<file path="src/rtl/flash_cache_if.sv">
// Bus bundle between the Wishbone flash front end, the cache and the SPI flash line-fill streamer.
// The slave view is the cache; the master view is everything around it.
interface flash_cache_if;
  logic        flashCache_readEnable;
  logic [23:0] flashCache_address;
  logic [3:0]  flashCache_byteSelect;
  logic [31:0] flashCache_dataRead;
  logic        flashCache_busy;
  logic        cache_invalidate;
  logic        flash_requestLoad;
  logic [23:0] flash_loadAddress;
  logic        flash_wordValid;
  logic [31:0] flash_wordData;

  modport slave (
    input  flashCache_readEnable, flashCache_address, flashCache_byteSelect,
    input  cache_invalidate, flash_wordValid, flash_wordData,
    output flashCache_dataRead, flashCache_busy, flash_requestLoad, flash_loadAddress
  );

  modport master (
    output flashCache_readEnable, flashCache_address, flashCache_byteSelect,
    output cache_invalidate, flash_wordValid, flash_wordData,
    input  flashCache_dataRead, flashCache_busy, flash_requestLoad, flash_loadAddress
  );
endinterface

</file>
<file path="src/rtl/flash_cache.sv">
// Direct-mapped read-only flip-flop cache in front of the SPI flash; hits are combinational,
// misses stall with busy while the line streams in word by word.
module flash_cache #(
  parameter int LINE_WORDS_LOG2 = 3,
  parameter int LINES_LOG2      = 2
) (
  input  logic         wb_clk_i,
  input  logic         wb_rst_i,
  flash_cache_if.slave bus
);
  localparam int LINE_WORDS = 1 << LINE_WORDS_LOG2;
  localparam int LINES      = 1 << LINES_LOG2;
  localparam int IDX_LSB    = 2 + LINE_WORDS_LOG2;
  localparam int TAG_LSB    = IDX_LSB + LINES_LOG2;
  localparam int TAG_W      = 24 - TAG_LSB;

  typedef enum logic {IDLE, FILL} state_t;

  state_t state, state_next;

  logic [31:0]                line_data [LINES][LINE_WORDS];
  logic [TAG_W-1:0]           tag_mem   [LINES];
  logic [LINES-1:0]           valid;
  logic [LINE_WORDS_LOG2-1:0] counter;
  logic [LINES_LOG2-1:0]      fill_index;
  logic [TAG_W-1:0]           fill_tag;
  logic                       pending;

  logic [LINE_WORDS_LOG2-1:0] req_offset;
  logic [LINES_LOG2-1:0]      req_index;
  logic [TAG_W-1:0]           req_tag;
  logic                       hit, start_fill, word_accept, fill_done;
  logic [31:0]                byte_mask;
  logic                       addr_unused;

  assign req_offset  = bus.flashCache_address[2 +: LINE_WORDS_LOG2];
  assign req_index   = bus.flashCache_address[IDX_LSB +: LINES_LOG2];
  assign req_tag     = bus.flashCache_address[23:TAG_LSB];
  assign addr_unused = ^bus.flashCache_address[1:0];

  assign hit         = (state == IDLE) && valid[req_index] && (tag_mem[req_index] == req_tag);
  assign start_fill  = (state == IDLE) && bus.flashCache_readEnable && !hit;
  assign word_accept = (state == FILL) && bus.flash_wordValid;
  assign fill_done   = word_accept && (counter == LINE_WORDS_LOG2'(LINE_WORDS - 1));

  // NOTE: every variable driven in always_comb gets a default first, so no path can infer a latch.
  always_comb begin
    byte_mask = '0;
    for (int b = 0; b < 4; b++) byte_mask[8*b +: 8] = {8{bus.flashCache_byteSelect[b]}};
  end

  assign bus.flashCache_dataRead = (bus.flashCache_readEnable && hit)
                                   ? (line_data[req_index][req_offset] & byte_mask) : '0;
  assign bus.flashCache_busy     = bus.flashCache_readEnable && !hit;
  assign bus.flash_requestLoad   = (state == FILL);
  assign bus.flash_loadAddress   = (state == FILL)
                                   ? {fill_tag, fill_index, {LINE_WORDS_LOG2{1'b0}}, 2'b00} : '0;

  // NOTE: sequential state uses non-blocking assignments so every flop samples pre-edge values.
  always_ff @(posedge wb_clk_i or posedge wb_rst_i) begin
    if (wb_rst_i) state <= IDLE;
    else          state <= state_next;
  end

  always_comb begin
    state_next = state;
    case (state)
      IDLE:    if (start_fill) state_next = FILL;
      FILL:    if (fill_done)  state_next = IDLE;
      default: state_next = IDLE;
    endcase
  end

  // Later assignments win: an invalidate on the final word leaves the new line invalid too.
  always_ff @(posedge wb_clk_i or posedge wb_rst_i) begin
    if (wb_rst_i) begin
      valid      <= '0;
      counter    <= '0;
      pending    <= 1'b0;
      fill_index <= '0;
      fill_tag   <= '0;
    end else begin
      if (start_fill) begin
        valid[req_index] <= 1'b0;
        counter          <= '0;
        fill_index       <= req_index;
        fill_tag         <= req_tag;
      end
      if (word_accept) counter <= counter + LINE_WORDS_LOG2'(1);
      if (fill_done) begin
        valid[fill_index] <= ~(pending | bus.cache_invalidate);
        pending           <= 1'b0;
      end
      if (bus.cache_invalidate) begin
        valid <= '0;
        if ((state == FILL) && !fill_done) pending <= 1'b1;
      end
    end
  end

  // NOTE: data and tag storage carry no reset; the valid bits alone decide whether a line is usable.
  always_ff @(posedge wb_clk_i) begin
    if (word_accept) line_data[fill_index][counter] <= bus.flash_wordData;
    if (fill_done)   tag_mem[fill_index]            <= fill_tag;
  end
endmodule
</file>
<file path="src/flat_wrapper.sv">
// flat-port wrapper written by rule: the top's interface ports become plain ports
module flash_cache_flat 
#(
  parameter int LINE_WORDS_LOG2 = 3,
  parameter int LINES_LOG2      = 2
)
  (wb_clk_i, wb_rst_i, bus_flashCache_readEnable, bus_flashCache_address, bus_flashCache_byteSelect, bus_cache_invalidate, bus_flash_wordValid, bus_flash_wordData, bus_flashCache_dataRead, bus_flashCache_busy, bus_flash_requestLoad, bus_flash_loadAddress);
  flash_cache_if bus_i ();
  input  logic wb_clk_i;
  input  logic wb_rst_i;
  input wire logic [$bits(bus_i.flashCache_readEnable)-1:0] bus_flashCache_readEnable;
  input wire logic [$bits(bus_i.flashCache_address)-1:0] bus_flashCache_address;
  input wire logic [$bits(bus_i.flashCache_byteSelect)-1:0] bus_flashCache_byteSelect;
  input wire logic [$bits(bus_i.cache_invalidate)-1:0] bus_cache_invalidate;
  input wire logic [$bits(bus_i.flash_wordValid)-1:0] bus_flash_wordValid;
  input wire logic [$bits(bus_i.flash_wordData)-1:0] bus_flash_wordData;
  output wire logic [$bits(bus_i.flashCache_dataRead)-1:0] bus_flashCache_dataRead;
  output wire logic [$bits(bus_i.flashCache_busy)-1:0] bus_flashCache_busy;
  output wire logic [$bits(bus_i.flash_requestLoad)-1:0] bus_flash_requestLoad;
  output wire logic [$bits(bus_i.flash_loadAddress)-1:0] bus_flash_loadAddress;
  assign bus_i.flashCache_readEnable = bus_flashCache_readEnable;
  assign bus_i.flashCache_address = bus_flashCache_address;
  assign bus_i.flashCache_byteSelect = bus_flashCache_byteSelect;
  assign bus_i.cache_invalidate = bus_cache_invalidate;
  assign bus_i.flash_wordValid = bus_flash_wordValid;
  assign bus_i.flash_wordData = bus_flash_wordData;
  assign bus_flashCache_dataRead = bus_i.flashCache_dataRead;
  assign bus_flashCache_busy = bus_i.flashCache_busy;
  assign bus_flash_requestLoad = bus_i.flash_requestLoad;
  assign bus_flash_loadAddress = bus_i.flash_loadAddress;
  flash_cache #(.LINE_WORDS_LOG2(LINE_WORDS_LOG2), .LINES_LOG2(LINES_LOG2)) u_core (.wb_clk_i(wb_clk_i), .wb_rst_i(wb_rst_i), .bus(bus_i));
endmodule
</file>
<file path="config.mk">
export PLATFORM = sky130hd
export DESIGN_NAME = flash_cache_flat
export DESIGN_NICKNAME = d
export VERILOG_FILES = /design/src/rtl/flash_cache_if.sv /design/src/rtl/flash_cache.sv /design/src/flat_wrapper.sv
export SDC_FILE = /design/constraint.sdc
export NUM_CORES = 1
export LEC_CHECK = 0
export ABC_AREA = 1
export CORE_MARGIN = 1.5
export CORE_UTILIZATION = 25
export CTS_CLUSTER_SIZE = 40
export DETAILED_ROUTE_END_ITERATION = 10
export DONT_BUFFER_PORTS = 1
export PLACE_DENSITY = 0.36
export SLEW_MARGIN = 20
export SYNTH_ARGS = -nofsm -noshare
export SYNTH_HDL_FRONTEND = slang
export SYNTH_SLANG_ARGS = --single-unit
</file>
<file path="constraint.sdc">
create_clock -name wb_clk_i -period 3.65 [get_ports wb_clk_i]
set_input_delay 0.73 -clock wb_clk_i [delete_from_list [all_inputs] [get_ports wb_clk_i]]
set_output_delay 0.73 -clock wb_clk_i [all_outputs]
set_load 0.05 [all_outputs]
</file>
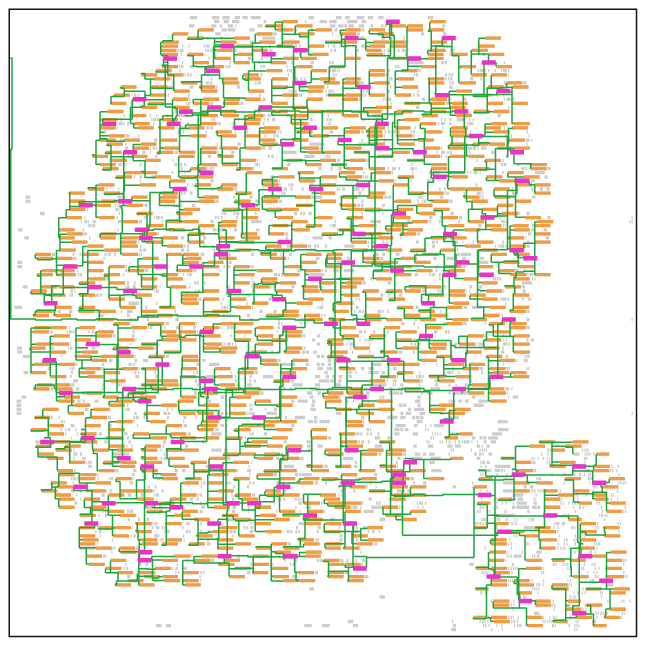
Fig. 1. Clock network drawn from the DEF (run 1).
(1.5 px per um)
[green] clock wires | length: 16,000 um
[magenta] cells driving clock nets | count: 134
[orange] flip-flops | count: 1,120
routed clock nets: 135
proportion of power drawn by the clock network: 41.6%
clock insertion delay at the later pin of the skew report: 780 ps
Max Clock Skew: 47.06 ps
power consumed by the clock network: 13.0 mW

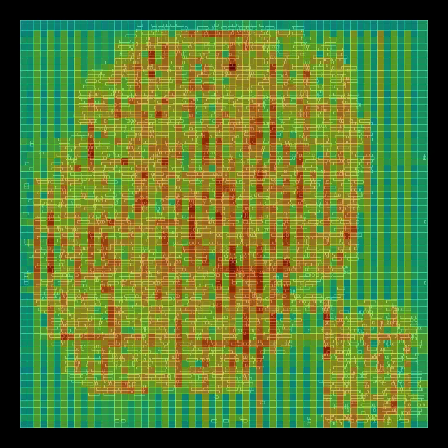
Fig. 2. Congestion heat map (run 1).
WL per Instance: 27.29 um
met1 layer usage reported by global route: 23.32%

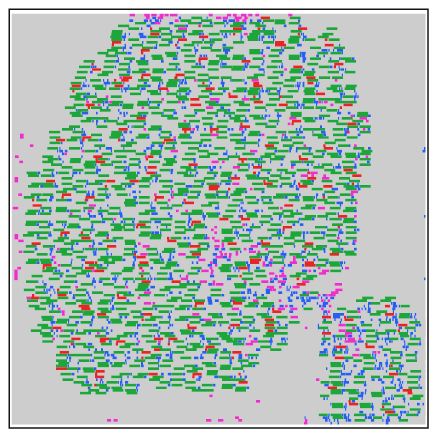
Fig. 3. Placement by cell class (run 1).
(1 px per um) Fill, decap, tap and diode cells in gray.
| color | class | cells | share of their area |
|---|---|---|---|
| magenta | other buffers and delay cells | 260 | 5.9% |
| blue | all other logic | 1,730 | 18% |
| green | flip-flops | 1,120 | 67% |
| red | clock drivers and dummy loads | 245 | 8.5% |

==> reports/results.ini, run 1 <==
[floorplan]
fp_util_pct = 25.25
die_h_um = 417.2
std_cell_rows = 151
chipArea_um2 = 174000
tapcell.inserted = 2218
die_x_um = 417.2
num_ports = 123

[synth]
ys_warn_count = 0
post_synth_num_cell_types = 30
postSynthAreaPerCell_um2 = 14.13
synth.yosys.num_cells = 3035
netlist_instances = 3035
yosysMostFrequentCell = edfxtp_1
synth_area_um2 = 42890
yosys.stat.chipArea_um2 = 42890
synth_sequential_area_ratio_pct = 78.10
ys_ff = 1120
number_of_synthesized_flops_with_an_enable_pin = 1092
yosys-top-cells-count = 1,092 x edfxtp_1, 761 x nand2_1, 248 x a22oi_1, 247 x nand3_1, 121 x nand4_1
synth_top_cell_by_area = edfxtp_1
asyncSetResetFlopFracSynth_pct = 2.500
ys_dominant_reg_cell = edfxtp_1

[worst_setup_path]
cp_slowest_cell = bufinv_16
worstSetupEndpointType = output pin
timing.critical_path.buf_inv = 6
crit_path_max_incr_delay_ps = 340
crit_fanout = 33
crit_chain = inv_2 -> nand2_1 -> bufinv_16 -> a21oi_1 -> nand2_1 -> nand2_1 -> nand2_1 -> nand2_1 -> nor2_2 -> nand4_1 -> buf_4 -> buf_12 -> buf_16 -> nor2_4 -> buf_8
cp_data_required_time_ps = 2920
crit_top_cell = nand2_1
cpLargestDelayFamily = buffers and inverters
startpoint_to_endpoint_class_of_the_critical_path = primary input to output pin
worst-endpoint-arrival_ps = 2890
worstSetupStartpointType = primary input

[final_layout]
mi_logic_area_um2 = 8800
top_area_cell_class = sequential cells
comb_cells = 1662
area.share.sequential_pct = 63.74
n_all_buffers = 260
antenna_cells = 2
nNetsFinal = 3313
sequential_cell_total = 1120
combAreaFraction_pct = 16.75
nonclk_buf_share_pct = 5.622
fillCellCount = 16820
seqCellArea_um2 = 33490
flow.area_growth_from_synthesis_pct = 22.53
instances_no_fill = 5575
drive_gt1_share_pct = 15.35
clk_share_pct = 8.038
clockBufferCount = 164
non_clock_inverter_count_in_the_final_layout = 68

[place]
dp_hpwl_mm = 82.86
placed_cells = 5299
gp_congestion = 0.7156
port_buffers = 0
place_area_um2 = 47550

[drt]
post-route-drc-count = 0
postRouteAntennaNets = 0
post_drt_via_cell_ratio = 4.744
vias = 26450
dr.pass1.iters = 5
postRouteWirelength_mm = 152.1
drtIter0Drc = 2315

[cts]
clock-root-buffer = clkbuf_16
clock_tree.htree_level_count = 4
tritoncts = yes
tritoncts_num_sinks = 1120
max-clock-path-buffers = 3
numCtsBuffers = 134

[grt]
grt_pass1_wl_mm = 209.8
maximum_number_of_pins_on_one_net_before_global_route_repair = 121
grt_pass1_vias = 26160
grt.overflow.total = 0
globalRouteTotalUtil_pct = 17.18

[run]
warnings = 34
cap_violations = 0

[pwr]
cellLeakagePower_nw = 17.09
power_density_nw_per_um2 = 593.4
ir_drop_mv = 0.4024
power.total_mw = 31.18

[final_timing]
slew_viol_final = 0
finalClockPeriodUsage_pct = 99.06
worst_slew_pin_slew_ps = 952.8
hold_violations = 0
rsz0062_at_grt = yes
clock.fmax_mhz = 276.6
finalSetupViolCount = 0

[min_path]
hold_path_class = primary input to flop

[outcome]
status = finished clean

==> run 1: kinds of logic (layout without fill, tap and decap cells) <==
kind of cell	count (synthesis)	in the layout	synth area share [%]
simple gates	1232	1232	12.29
flops	1120	1120	78.10
compound gates	422	422	7.008
buf+inv	257	573	2.521
fa+ha+maj	2	2	0.05834
other cells	1	7	0.008744
xor+xnor	1	1	0.02043
==> run 1: report_power, final <==
group          switching [mW]  internal, mW
Combinational            2.26         0.729
Clock                    5.54          7.42
Sequential              0.296          14.9
Total                    8.10          23.1
==> run 1: placed cells by master, fill, tap and decap left out, types with 3 or more instances in the layout <==
| cell type | count |
|---|---|
| buf_4 | 143 |
| o21ai_1 | 5 |
| clkinv_8 | 6 |
| a41oi_1 | 52 |
| buf_8 | 13 |
| clkinv_1 | 36 |
| dfrtp_1 | 27 |
| inv_6 | 5 |
| dlygate4sd3_1 | 23 |
| nor2_4 | 57 |
| a31oi_1 | 6 |
| edfxtp_1 | 1092 |
| clkinvlp_4 | 3 |
| bufinv_16 | 8 |
| buf_12 | 57 |
| nand2_1 | 758 |
| clkinv_2 | 26 |
| o221ai_1 | 3 |
| nand3_1 | 246 |
| clkbuf_1 | 26 |
| nor2_2 | 17 |
| o211ai_1 | 21 |
| nor2_1 | 26 |
| conb_1 | 5 |
| a22oi_1 | 248 |
| clkbuf_16 | 138 |
| inv_1 | 58 |
| nand4_1 | 121 |
| a21oi_1 | 30 |
| o21ai_0 | 55 |
| buf_6 | 21 |
| nand2_2 | 5 |
==> run 1: repair_timing <==
| item | in CTS | in global routing |
|---|---|---|
| cloned | 0 | 3 |
| hold buffers | 22 | 1 |
| endpoints found under the setup margin | 9 | 32 |
| setup buffers | 0 | 5 |
| gates resized | 12 | 109 |
| pin swaps | 0 | 28 |
| endpoints found under the hold margin | 126 | 5 |
==> run 1: per-layer routing <==
layer	GRT usage [%]	share of wire, %	vias up
met3	3.183	4.6	184
li1	-	-	11850
met4	3.984	2.2	2
met2	28.33	48	609
met1	23.32	45	13800
met5	0	0.0085	-
==> run 1: per-stage QoR <==
stage	TNS, ps	utilization (%)	worst slack [ps]	hold WS [ps]
global placement	-67.24	27.99	-58.19	540.1
global route	-3108	30.94	-161.6	2.653
finish	0	30.94	34.48	58.25
floorplan	0	-	247.2	496.3
detailed placement	-59.22	27.99	-39.14	535.6
CTS	-0.5607	30.63	-0.5607	0.1675
==> run 1: flip-flops by register name, summed over array words and instances, names as in the netlist <==
signal                        count
u_core.tag_mem                   68
u_core.fill_tag                  17
u_core.bus.flash_requestLoad      1
u_core.pending                    1
u_core.fill_index                 2
u_core.valid                      4
u_core.counter                    3
u_core.line_data               1024
==> run 1: worst paths after layout <==
kind / start / end / slack, ps / cells past startpoint
setup / recovery: bus_flashCache_address[5] / bus_flashCache_dataRead[2] / 30 / 15
hold / removal: bus_flash_wordData[21] / u_core.line_data[0][85] / 60 / 0
setup reg to reg: u_core.bus.flash_requestLoad / u_core.line_data[0][233] / 1060 / 5
hold reg to reg: u_core.fill_tag[8] / u_core.tag_mem[0][8] / 550 / 0
max in group asynchronous: wb_rst_i / u_core.counter[2] / 2770 / 3
min in group asynchronous: wb_rst_i / u_core.fill_tag[9] / 510 / 3
==> run 2: changes to the inputs <==
TNS_END_PERCENT = 1   (was default)
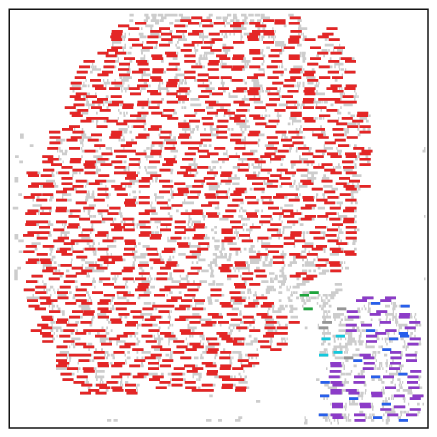
Fig. 4. Register map, names as in the netlist (run 2).
(1 px per um)
| color | name in the netlist | flops |
|---|---|---|
| cyan | `u_core.valid` | 4 |
| blue | `u_core.fill_tag` | 17 |
| green | `u_core.counter` | 3 |
| red | `u_core.line_data` | 1,024 |
| purple | `u_core.tag_mem` | 68 |

==> run 2 against run 1 <==
Against the previous run: total power about the same; synthesized cell count is the same; die size did not move; utilization about the same; combinational power is essentially flat; global-route usage unchanged; fmax increased by 1.0%; final cell count unchanged; hold slack lost 1.9 ps; setup slack better by 37 ps.
==> reports/results.ini, run 2 <==
[outcome]
status = finished clean  ; unchanged

[cts]
clk_latency_ps = 780  ; about the same
max-clock-path-buffers = 3  ; unchanged
clock_tree.htree_level_count = 4  ; unchanged
numCtsBuffers = 134  ; unchanged
tritoncts = yes  ; unchanged
tritoncts_num_sinks = 1120  ; unchanged
clock-root-buffer = clkbuf_16  ; unchanged

[synth]
synth_sequential_area_ratio_pct = 78.10  ; unchanged
synth_top_cell_by_area = edfxtp_1  ; unchanged
post_synth_num_cell_types = 30  ; unchanged
ys_ff = 1120  ; unchanged
yosys-top-cells-count = 1,092 x edfxtp_1, 761 x nand2_1, 248 x a22oi_1, 247 x nand3_1, 121 x nand4_1  ; unchanged
yosys.stat.chipArea_um2 = 42890  ; unchanged
synth.yosys.num_cells = 3035  ; unchanged
synth_area_um2 = 42890  ; unchanged
netlist_instances = 3035  ; unchanged
ys_dominant_reg_cell = edfxtp_1  ; unchanged
asyncSetResetFlopFracSynth_pct = 2.500  ; unchanged
number_of_synthesized_flops_with_an_enable_pin = 1092  ; unchanged
ys_warn_count = 0  ; unchanged
postSynthAreaPerCell_um2 = 14.13  ; unchanged
yosysMostFrequentCell = edfxtp_1  ; unchanged

[worst_setup_path]
cp_slowest_cell = bufinv_16  ; unchanged
crit_fanout = 33  ; unchanged
startpoint_to_endpoint_class_of_the_critical_path = primary input to output pin  ; unchanged
r2r_start = u_core.bus.flash_requestLoad  ; unchanged
cpLargestDelayFamily = buffers and inverters  ; unchanged
worst-endpoint-arrival_ps = 2850  ; was 2890 ps
crit_chain = inv_2 -> nand2_1 -> bufinv_16 -> buf_12 -> buf_4 -> nand2_1 -> a41oi_1 -> o21ai_0 -> nand3_1 -> nand3_1 -> nor2_4 -> buf_8  ; was inv_2 -> nand2_1 -> bufinv_16 -> a21oi_1 -> nand2_1 -> nand2_1 -> nand2_1 -> nand2_1 -> nor2_2 -> nand4_1 -> buf_4 -> buf_12 -> buf_16 -> nor2_4 -> buf_8
worstSetupEndpointType = output pin  ; unchanged
timing.critical_path.buf_inv = 5  ; was 6
crit_path_max_incr_delay_ps = 340  ; about the same
rrSetupSlack_ps = 1030  ; was 1060 ps
startpoint = bus_flashCache_address[5]  ; unchanged
cp_data_required_time_ps = 2920  ; about the same
worstSetupStartpointType = primary input  ; unchanged

[final_layout]
largest_register_ffs = 1024  ; unchanged
instances_no_fill = 5575  ; unchanged
fillCellCount = 16820  ; about the same
top_regs = u_core.line_data (1024), u_core.tag_mem (68), u_core.fill_tag (17)  ; unchanged
nNetsFinal = 3313  ; unchanged
lay_top_cells = 1,092 x edfxtp_1, 757 x nand2_1, 248 x a22oi_1, 247 x nand3_1, 143 x buf_4  ; was 1,092 x edfxtp_1, 758 x nand2_1, 248 x a22oi_1, 246 x nand3_1, 143 x buf_4
largest-register = u_core.line_data  ; unchanged
flow.area_growth_from_synthesis_pct = 22.60  ; was 22.53%
lay_top_count = edfxtp_1  ; unchanged

[floorplan]
std_cell_rows = 151  ; unchanged
num_ports = 123  ; unchanged
die_h_um = 417.2  ; unchanged
chipArea_um2 = 174000  ; unchanged
fp_util_pct = 25.25  ; unchanged
die_x_um = 417.2  ; unchanged

[drt]
dr.pass1.iters = 5  ; unchanged
postRouteWirelength_mm = 151.9  ; was 152.1 mm
vias = 26410  ; was 26,450
postRouteAntennaNets = 0  ; unchanged
post_drt_via_cell_ratio = 4.737  ; was 4.744
post-route-drc-count = 0  ; unchanged
drtIter0Drc = 2201  ; was 2,315

[final_timing]
clock.fmax_mhz = 279.4  ; was 276.6 MHz
slew_viol_final = 0  ; unchanged
rsz0062_at_grt = yes  ; unchanged
finalSetupViolCount = 0  ; unchanged
hold_violations = 0  ; unchanged
finClkSkew_ps = 43.23  ; was 47.06 ps
finalClockPeriodUsage_pct = 98.04  ; was 99.06%
worst_slack_ps = 71.42  ; was 34.48 ps
worst_slew_pin_slew_ps = 984.6  ; was 952.8 ps

[run]
warnings = 34  ; unchanged
cap_violations = 0  ; unchanged

[place]
dp_worst_setup_slack_ps = -39.14  ; unchanged
port_buffers = 0  ; unchanged
placed_cells = 5299  ; unchanged
dp_hpwl_mm = 82.86  ; unchanged
place_area_um2 = 47550  ; unchanged
gp_congestion = 0.7156  ; unchanged

[min_path]
hold_path_class = primary input to flop  ; unchanged
min_from = bus_flash_wordData[15]  ; was bus_flash_wordData[21]

[grt]
grt.overflow.total = 0  ; unchanged
grt_pass1_wl_mm = 209.8  ; unchanged
grt_pass1_vias = 26160  ; about the same
maximum_number_of_pins_on_one_net_before_global_route_repair = 121  ; unchanged

[pwr]
cellLeakagePower_nw = 17.10  ; was 17.09 nW
ir_drop_mv = 0.4012  ; was 0.4024 mV
power_density_nw_per_um2 = 593.2  ; was 593.4 nW/um2

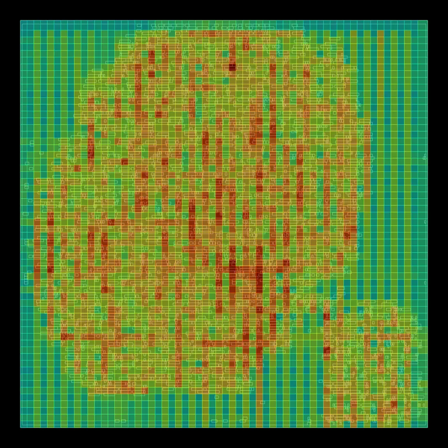
Fig. 5. Congestion heat map (run 2).
met3 capacity usage during global routing: 3.183%
Total GRT Usage: 17.18%
final design utilization: 30.96%
WL per Instance: 27.24 um

run 2: cells by family (layout without fill, tap and decap cells):
group	Yosys count	in the layout	share of synthesized area, %
AND/OR/NAND/NOR	1232	1232	12.29
adder cells (fa/ha/maj)	2	2	0.05834
AND-OR/OR-AND	422	422	7.008
buffers and inverters	257	573	2.521
XOR/XNOR	1	1	0.02043
other	1	7	0.008744
flip-flops	1120	1120	78.10
run 2: metrics by stage:
step           setup TNS [ps]  total power, mW  util (%)  hold slack (ps)
6_report                    0            31.19     30.96            56.37
5_1_grt                 -1828            32.22     30.95            2.653
4_1_cts                -70.61            31.53     30.62           0.1675
3_5_place_dp           -59.22            18.48     27.99            535.6
3_3_place_gp           -67.24            18.47     27.99            540.1
2_1_floorplan               0            17.04         -            496.3
run 2: path summary, 6_finish.rpt:
check / to / cells past startpoint
worst max register to register: u_core.line_data[0][243] / 5
worst min register to register: u_core.tag_mem[0][8] / 0
worst min-delay path: u_core.line_data[1][111] / 0
max in group asynchronous: u_core.bus.flash_requestLoad / 3
min in group asynchronous: u_core.fill_tag[9] / 3
worst max-delay path: bus_flashCache_dataRead[7] / 12
run 2: area by class of cell:
class	count	area (um2)	share of cell area (%)
diodes	2	5.005	0.009518
inverters	68	296.5	0.5640
clock buffers	164	3528	6.710
clock inverters	81	695.7	1.323
repair buffers	260	2977	5.661
well taps	2218	2775	5.278
flip-flops and latches	1120	33490	63.70
multi-input cells	1662	8810	16.75
run 2: timing repair:
action / in CTS / in global routing
buffers inserted: 0 / 4
gates cloned: 0 / 3
resized: 7 / 121
pin swaps: 0 / 26
hold buffers: 22 / 1
endpoints found under the setup margin: 9 / 32
endpoints found under the hold margin: 126 / 5
run 2: per-layer routing:
metal | vias to the layer above | track usage, % | wire [um]
li1 | 11860 | - | -
met1 | 13770 | 23.32 | 68710
met2 | 606 | 28.33 | 73220
met3 | 178 | 3.183 | 6748
met4 | 2 | 3.984 | 3159
met5 | - | 0 | 13
run 2: power by group:
part	switching [mW]	internal, mW
combinational	2.26	0.729
sequential	0.298	14.9
clock	5.55	7.42
No activity file was given, so power comes from the tool's default toggle rates.
